### config.mk
export PLATFORM = sky130hd
export DESIGN_NAME = video_timing_gen
export DESIGN_NICKNAME = d
export VERILOG_FILES = /design/src/rtl/video_timing_pkg.sv /design/src/rtl/video_mode_table.sv /design/src/rtl/video_timing_gen.sv
export SDC_FILE = /design/constraint.sdc
export NUM_CORES = 1
export LEC_CHECK = 0
export ABC_AREA = 1
export CAP_MARGIN = 20
export CORE_MARGIN = 2
export CORE_UTILIZATION = 50
export CTS_BUF_LIST = sky130_fd_sc_hd__clkbuf_4 sky130_fd_sc_hd__clkbuf_8
export CTS_CLUSTER_SIZE = 28
export DETAILED_ROUTE_END_ITERATION = 10
export PLACE_DENSITY_LB_ADDON = 0.2
export SLEW_MARGIN = 0
export SYNTH_ARGS = -nofsm -noshare
export SYNTH_HDL_FRONTEND = slang
export SYNTH_SLANG_ARGS = --single-unit
### constraint.sdc
create_clock -name pixel_clock -period 6.3 [get_ports pixel_clock]
set_input_delay 1.89 -clock pixel_clock [delete_from_list [all_inputs] [get_ports pixel_clock]]
set_output_delay 1.89 -clock pixel_clock [all_outputs]
set_load 0.03 [all_outputs]
### src/rtl/video_timing_pkg.sv
// Mode table types and constants shared by the video timing generator and its ROM.
// Every table entry is built from literal constants, so all sums fold at elaboration.
package video_timing_pkg;

   localparam int TW        = 12;
   localparam int NUM_MODES = 4;

   localparam int MODE_640x480   = 0;
   localparam int MODE_800x600   = 1;
   localparam int MODE_1280x720  = 2;
   localparam int MODE_1920x1080 = 3;

   typedef struct packed {
      logic [TW-1:0] h_active;
      logic [TW-1:0] h_fp;
      logic [TW-1:0] h_sync;
      logic [TW-1:0] h_total;
      logic [TW-1:0] v_active;
      logic [TW-1:0] v_fp;
      logic [TW-1:0] v_sync;
      logic [TW-1:0] v_total;
      logic          hs_pol;
      logic          vs_pol;
   } mode_timing_t;

   // Decode-ready view: sync windows and last-count values precomputed per mode.
   typedef struct packed {
      logic [TW-1:0] h_active;
      logic [TW-1:0] h_sync_start;
      logic [TW-1:0] h_sync_end;
      logic [TW-1:0] h_last;
      logic [TW-1:0] v_active;
      logic [TW-1:0] v_sync_start;
      logic [TW-1:0] v_sync_end;
      logic [TW-1:0] v_last;
      logic          hs_pol;
      logic          vs_pol;
   } mode_decode_t;

   function automatic mode_timing_t mk_mode(input int ha, input int hf, input int hs,
                                            input int hb, input int va, input int vf,
                                            input int vs, input int vb, input logic pol);
      mode_timing_t t;
      t.h_active = TW'(ha);
      t.h_fp     = TW'(hf);
      t.h_sync   = TW'(hs);
      t.h_total  = TW'(ha + hf + hs + hb);
      t.v_active = TW'(va);
      t.v_fp     = TW'(vf);
      t.v_sync   = TW'(vs);
      t.v_total  = TW'(va + vf + vs + vb);
      t.hs_pol   = pol;
      t.vs_pol   = pol;
      return t;
   endfunction

   function automatic mode_decode_t derive(input mode_timing_t t);
      mode_decode_t d;
      d.h_active     = t.h_active;
      d.h_sync_start = t.h_active + t.h_fp;
      d.h_sync_end   = t.h_active + t.h_fp + t.h_sync;
      d.h_last       = t.h_total - TW'(1);
      d.v_active     = t.v_active;
      d.v_sync_start = t.v_active + t.v_fp;
      d.v_sync_end   = t.v_active + t.v_fp + t.v_sync;
      d.v_last       = t.v_total - TW'(1);
      d.hs_pol       = t.hs_pol;
      d.vs_pol       = t.vs_pol;
      return d;
   endfunction

   function automatic mode_decode_t mode_lut(input int code);
      case (code)
         MODE_800x600:   return derive(mk_mode(800, 40, 128, 88, 600, 1, 4, 23, 1'b1));
         MODE_1280x720:  return derive(mk_mode(1280, 110, 40, 220, 720, 5, 5, 20, 1'b1));
         MODE_1920x1080: return derive(mk_mode(1920, 88, 44, 148, 1080, 4, 5, 36, 1'b1));
         default:        return derive(mk_mode(640, 16, 96, 48, 480, 10, 2, 33, 1'b0));
      endcase
   endfunction

endpackage

### src/rtl/video_mode_table.sv
// Combinational ROM: active mode code to decode-ready timing (sync windows, last counts).
// Codes outside the table map to 640x480; the generator never selects them.
module video_mode_table
   import video_timing_pkg::*;
#(
   parameter int MODE_W = 4
) (
   input  logic [MODE_W-1:0] mode_sel,
   output mode_decode_t      timing
);

   assign timing = mode_lut(int'(mode_sel));

endmodule

### src/rtl/video_timing_gen.sv
// Runtime-selectable video timing generator: HS/VS/DE, pixel coordinates and strobes.
// All outputs registered one cycle after the counters; mode changes land at frame end.
module video_timing_gen
   import video_timing_pkg::*;
#(
   parameter int CNT_W        = 12,
   parameter int MODE_W       = 4,
   parameter int DEFAULT_MODE = 0
) (
   input  logic              pixel_clock,
   input  logic              reset,
   input  logic              enable,
   input  logic [MODE_W-1:0] mode,
   output logic [MODE_W-1:0] active_mode,
   output logic              mode_valid,
   output logic              hs,
   output logic              vs,
   output logic              de,
   output logic [CNT_W-1:0]  x,
   output logic [CNT_W-1:0]  y,
   output logic              frame_start,
   output logic              line_start
);

   localparam mode_decode_t      DEF_T    = mode_lut(DEFAULT_MODE);
   localparam logic [MODE_W-1:0] DEF_CODE = MODE_W'(DEFAULT_MODE);

   logic [MODE_W-1:0] req;
   logic [CNT_W-1:0]  h_cnt;
   logic [CNT_W-1:0]  v_cnt;
   mode_decode_t      t;
   logic              h_last, v_last, h_act, v_act, hs_on, vs_on, take_req;

   video_mode_table #(.MODE_W(MODE_W)) u_table (
      .mode_sel (active_mode),
      .timing   (t)
   );

   assign mode_valid = (req < MODE_W'(NUM_MODES));
   assign take_req   = mode_valid && (req != active_mode);

   assign h_last = (h_cnt == CNT_W'(t.h_last));
   assign v_last = (v_cnt == CNT_W'(t.v_last));
   assign h_act  = (h_cnt <  CNT_W'(t.h_active));
   assign v_act  = (v_cnt <  CNT_W'(t.v_active));
   assign hs_on  = (h_cnt >= CNT_W'(t.h_sync_start)) && (h_cnt < CNT_W'(t.h_sync_end));
   assign vs_on  = (v_cnt >= CNT_W'(t.v_sync_start)) && (v_cnt < CNT_W'(t.v_sync_end));

   // While disabled the counters sit at the origin, so a pending request can switch at once.
   always_ff @(posedge pixel_clock or posedge reset) begin
      if (reset) begin
         req         <= DEF_CODE;
         active_mode <= DEF_CODE;
         h_cnt       <= '0;
         v_cnt       <= '0;
      end else begin
         req <= mode;
         if (!enable) begin
            h_cnt <= '0;
            v_cnt <= '0;
            if (take_req) active_mode <= req;
         end else if (h_last) begin
            h_cnt <= '0;
            if (v_last) begin
               v_cnt <= '0;
               if (take_req) active_mode <= req;
            end else begin
               v_cnt <= v_cnt + 1'b1;
            end
         end else begin
            h_cnt <= h_cnt + 1'b1;
         end
      end
   end

   always_ff @(posedge pixel_clock or posedge reset) begin
      if (reset) begin
         de          <= 1'b0;
         x           <= '0;
         y           <= '0;
         frame_start <= 1'b0;
         line_start  <= 1'b0;
         hs          <= ~DEF_T.hs_pol;
         vs          <= ~DEF_T.vs_pol;
      end else if (!enable) begin
         de          <= 1'b0;
         x           <= '0;
         y           <= '0;
         frame_start <= 1'b0;
         line_start  <= 1'b0;
         hs          <= ~t.hs_pol;
         vs          <= ~t.vs_pol;
      end else begin
         de          <= h_act && v_act;
         x           <= (h_act && v_act) ? h_cnt : '0;
         y           <= (h_act && v_act) ? v_cnt : '0;
         frame_start <= (h_cnt == '0) && (v_cnt == '0);
         line_start  <= (h_cnt == '0);
         hs          <= hs_on ? t.hs_pol : ~t.hs_pol;
         vs          <= vs_on ? t.vs_pol : ~t.vs_pol;
      end
   end

endmodule

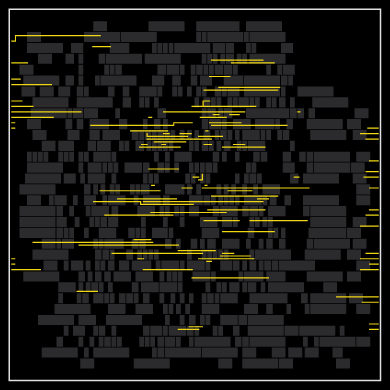
*Met3 routing*
(4 px per µm)
The longest straight run is 29.9 µm. The layer holds 7.8% of the routed length. 79 nets have wire on it. The wires run mostly horizontal.

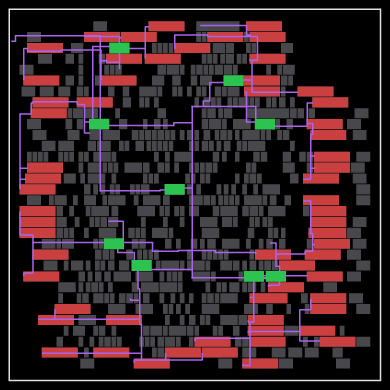
*Routed clock nets over the placement*
(4 px per µm)
Key: clock-net drivers = green [count 9]; clock wires = purple [length 833 µm]; flip-flops = red [count 61]
Position of the flops: spread over the die.

==> run summary <==
Implementation numbers.

- The flow ran to the end, and the final reports show no timing, DRC or antenna violations.
- The static leakage reads between 2 and 2.5 nW.
- Entering global routing, the biggest net connects 62 pins.
- The critical path is of the reg -> out type.
- Counting I/O delays and the setup requirement, the final critical path takes 3680 ps.
- After synthesis, the most frequently instantiated cells are sky130_fd_sc_hd__nand2_1 (144), sky130_fd_sc_hd__inv_1 (64), sky130_fd_sc_hd__dfrtp_1 (59).
- The portion of synthesized area spent on multiplexers is 0%.
- The floorplan step defined a die boundary enclosing 8550 µm².
- The number of global-route vias before repair came to 3413.
- The clock latency on the worst-skew pair reads approximately 350 ps.
- The count of flip-flops with a built-in enable after synthesis is 0.
- The DRC marker count from the first detailed-route iteration is 360.
- At the worst endpoint, the required time is about 4400 ps.
- The clock tree synthesis step divided the H-tree into 3 levels.
- For reference, the top cells by area after synthesis are sky130_fd_sc_hd__dfrtp_1 (38%), sky130_fd_sc_hd__nand2_1 (14%), sky130_fd_sc_hd__ha_1 (11%).
- The maximum achievable frequency is ~270 MHz.
- The clock slew at the register clock pins of the worst setup and hold paths is roughly 70 ps.
- The parity-gate share of the synthesized area counting xor and xnor cells reads ~3.8%.
- STA classifies the critical path startpoint as a flip-flop.
- The number of detailed-routing iterations run before antenna repair reads 5.
- The global-route wire length before repair reads 16.8 mm.
- The slowest stage of the critical path belongs to the cell sky130_fd_sc_hd__clkdlybuf4s50_1.
- The post-synthesis adder-cell area fraction is approximately 11%.
- The final layout reports a setup TNS of 0 ps.
- The number of remaining DRC errors is 0.
- The category of cells accounting for the largest share of critical-path delay is buffers and inverters.
- The yosys cell count is slightly above 500.
- Dividing the detail-routed wire length by the instance count gives around 15 µm.
- The startpoint identified for the worst register-to-register timing path is active_mode[3]$_DFFE_PP0P_.
- The number of warnings in the stage logs is 28.
- The worst slew margin relative to its limit reads between 40% and 50%.
- The critical path goes through clkdlybuf4s50_1.
- Per the post-place timing report, worst setup slack is roughly 2400 ps.
- The cell area after synthesis is 3910 µm².
- The sort of element at the end of the critical path is an output port.
- The peak per-stage delay on the critical path is 780 ps.
- The initial core utilization reads about half.
- The remaining number of nets flagged by the antenna check after routing is 0.
==> state kept, by name, summed over array words and instances (netlist names) <==
signal and flops:
h_cnt 12, de 1, v_cnt 12, vs 1, x 12, req 4, line_start 1, y 12
hs 1, frame_start 1, active_mode 4
==> per-layer routing <==
metal | vias to the layer above | routed length (µm) | track usage (%)
met5 | - | 0 | 0
met2 | 160 | 4590 | 39.8
li1 | 1740 | - | -
met1 | 1692 | 4660 | 35.5
met3 | 17 | 798 | 5.94
met4 | 0 | 160 | 7.09
==> worst max-delay path by stage <==
| stage | startpoint | end | slack, ps | cells after the start |
|---|---|---|---|---|
| after floorplan | reset | active_mode[0]$_DFFE_PP0P_ | 2900 | 1 |
| after global routing | active_mode[0]$_DFFE_PP0P_ | active_mode[0] | 2580 | 1 |
| after global placement | enable | y[8]$_DFF_PP0_ | 2590 | 3 |
| after CTS | active_mode[0]$_DFFE_PP0P_ | active_mode[0] | 2610 | 1 |
| after detailed placement | enable | y[6]$_DFF_PP0_ | 2410 | 3 |
| final | active_mode[0]$_DFFE_PP0P_ | active_mode[0] | 2620 | 1 |
==> power breakdown <==
group / leakage [nW] / total [mW] / switching [mW] / internal [mW]
clock network: 0.105 / 0.380 / 0.160 / 0.220
logic: 1.41 / 0.247 / 0.165 / 0.0819
registers: 0.819 / 0.423 / 0.0163 / 0.407
==> stage by stage <==
stage	area [µm²]	total power [mW]	std cells
final	4590	1.05	661
after global routing	4590	1.10	661
after CTS	4590	1.05	661
after detailed placement	4370	0.672	645
after global placement	4370	0.666	645
after floorplan	3920	0.600	515
==> worst register-to-register path: cells and delay by family (launching register included) <==
kind | cells | cell delay, ps
simple gates | 11 | 2320
buf+inv | 2 | 170
flops | 1 | 440
fa+ha+maj | 1 | 310
==> area by class of cell <==
| class | count | area, µm² | share of cell area [%] |
|---|---|---|---|
| multi-input cells | 375 | 2060 | 44.9 |
| inverters | 66 | 248 | 5.40 |
| flip-flops and latches | 61 | 1530 | 33.3 |
| repair buffers | 41 | 408 | 8.89 |
| well taps | 102 | 128 | 2.78 |
| clock buffers | 9 | 124 | 2.70 |
| clock inverters | 7 | 90.1 | 1.96 |
==> cell families (layout without fill, tap and decap cells) <==
family,count (synthesis),count (layout)
AOI/OAI and AO/OA,28,28
xor gates and xnor gates,17,17
adders and majority gates,35,35
buffers and inverters,79,123
DFF,61,61
other,1,2
and+or+nand+nor,293,293
No activity file was given, so power comes from the tool's default toggle rates.
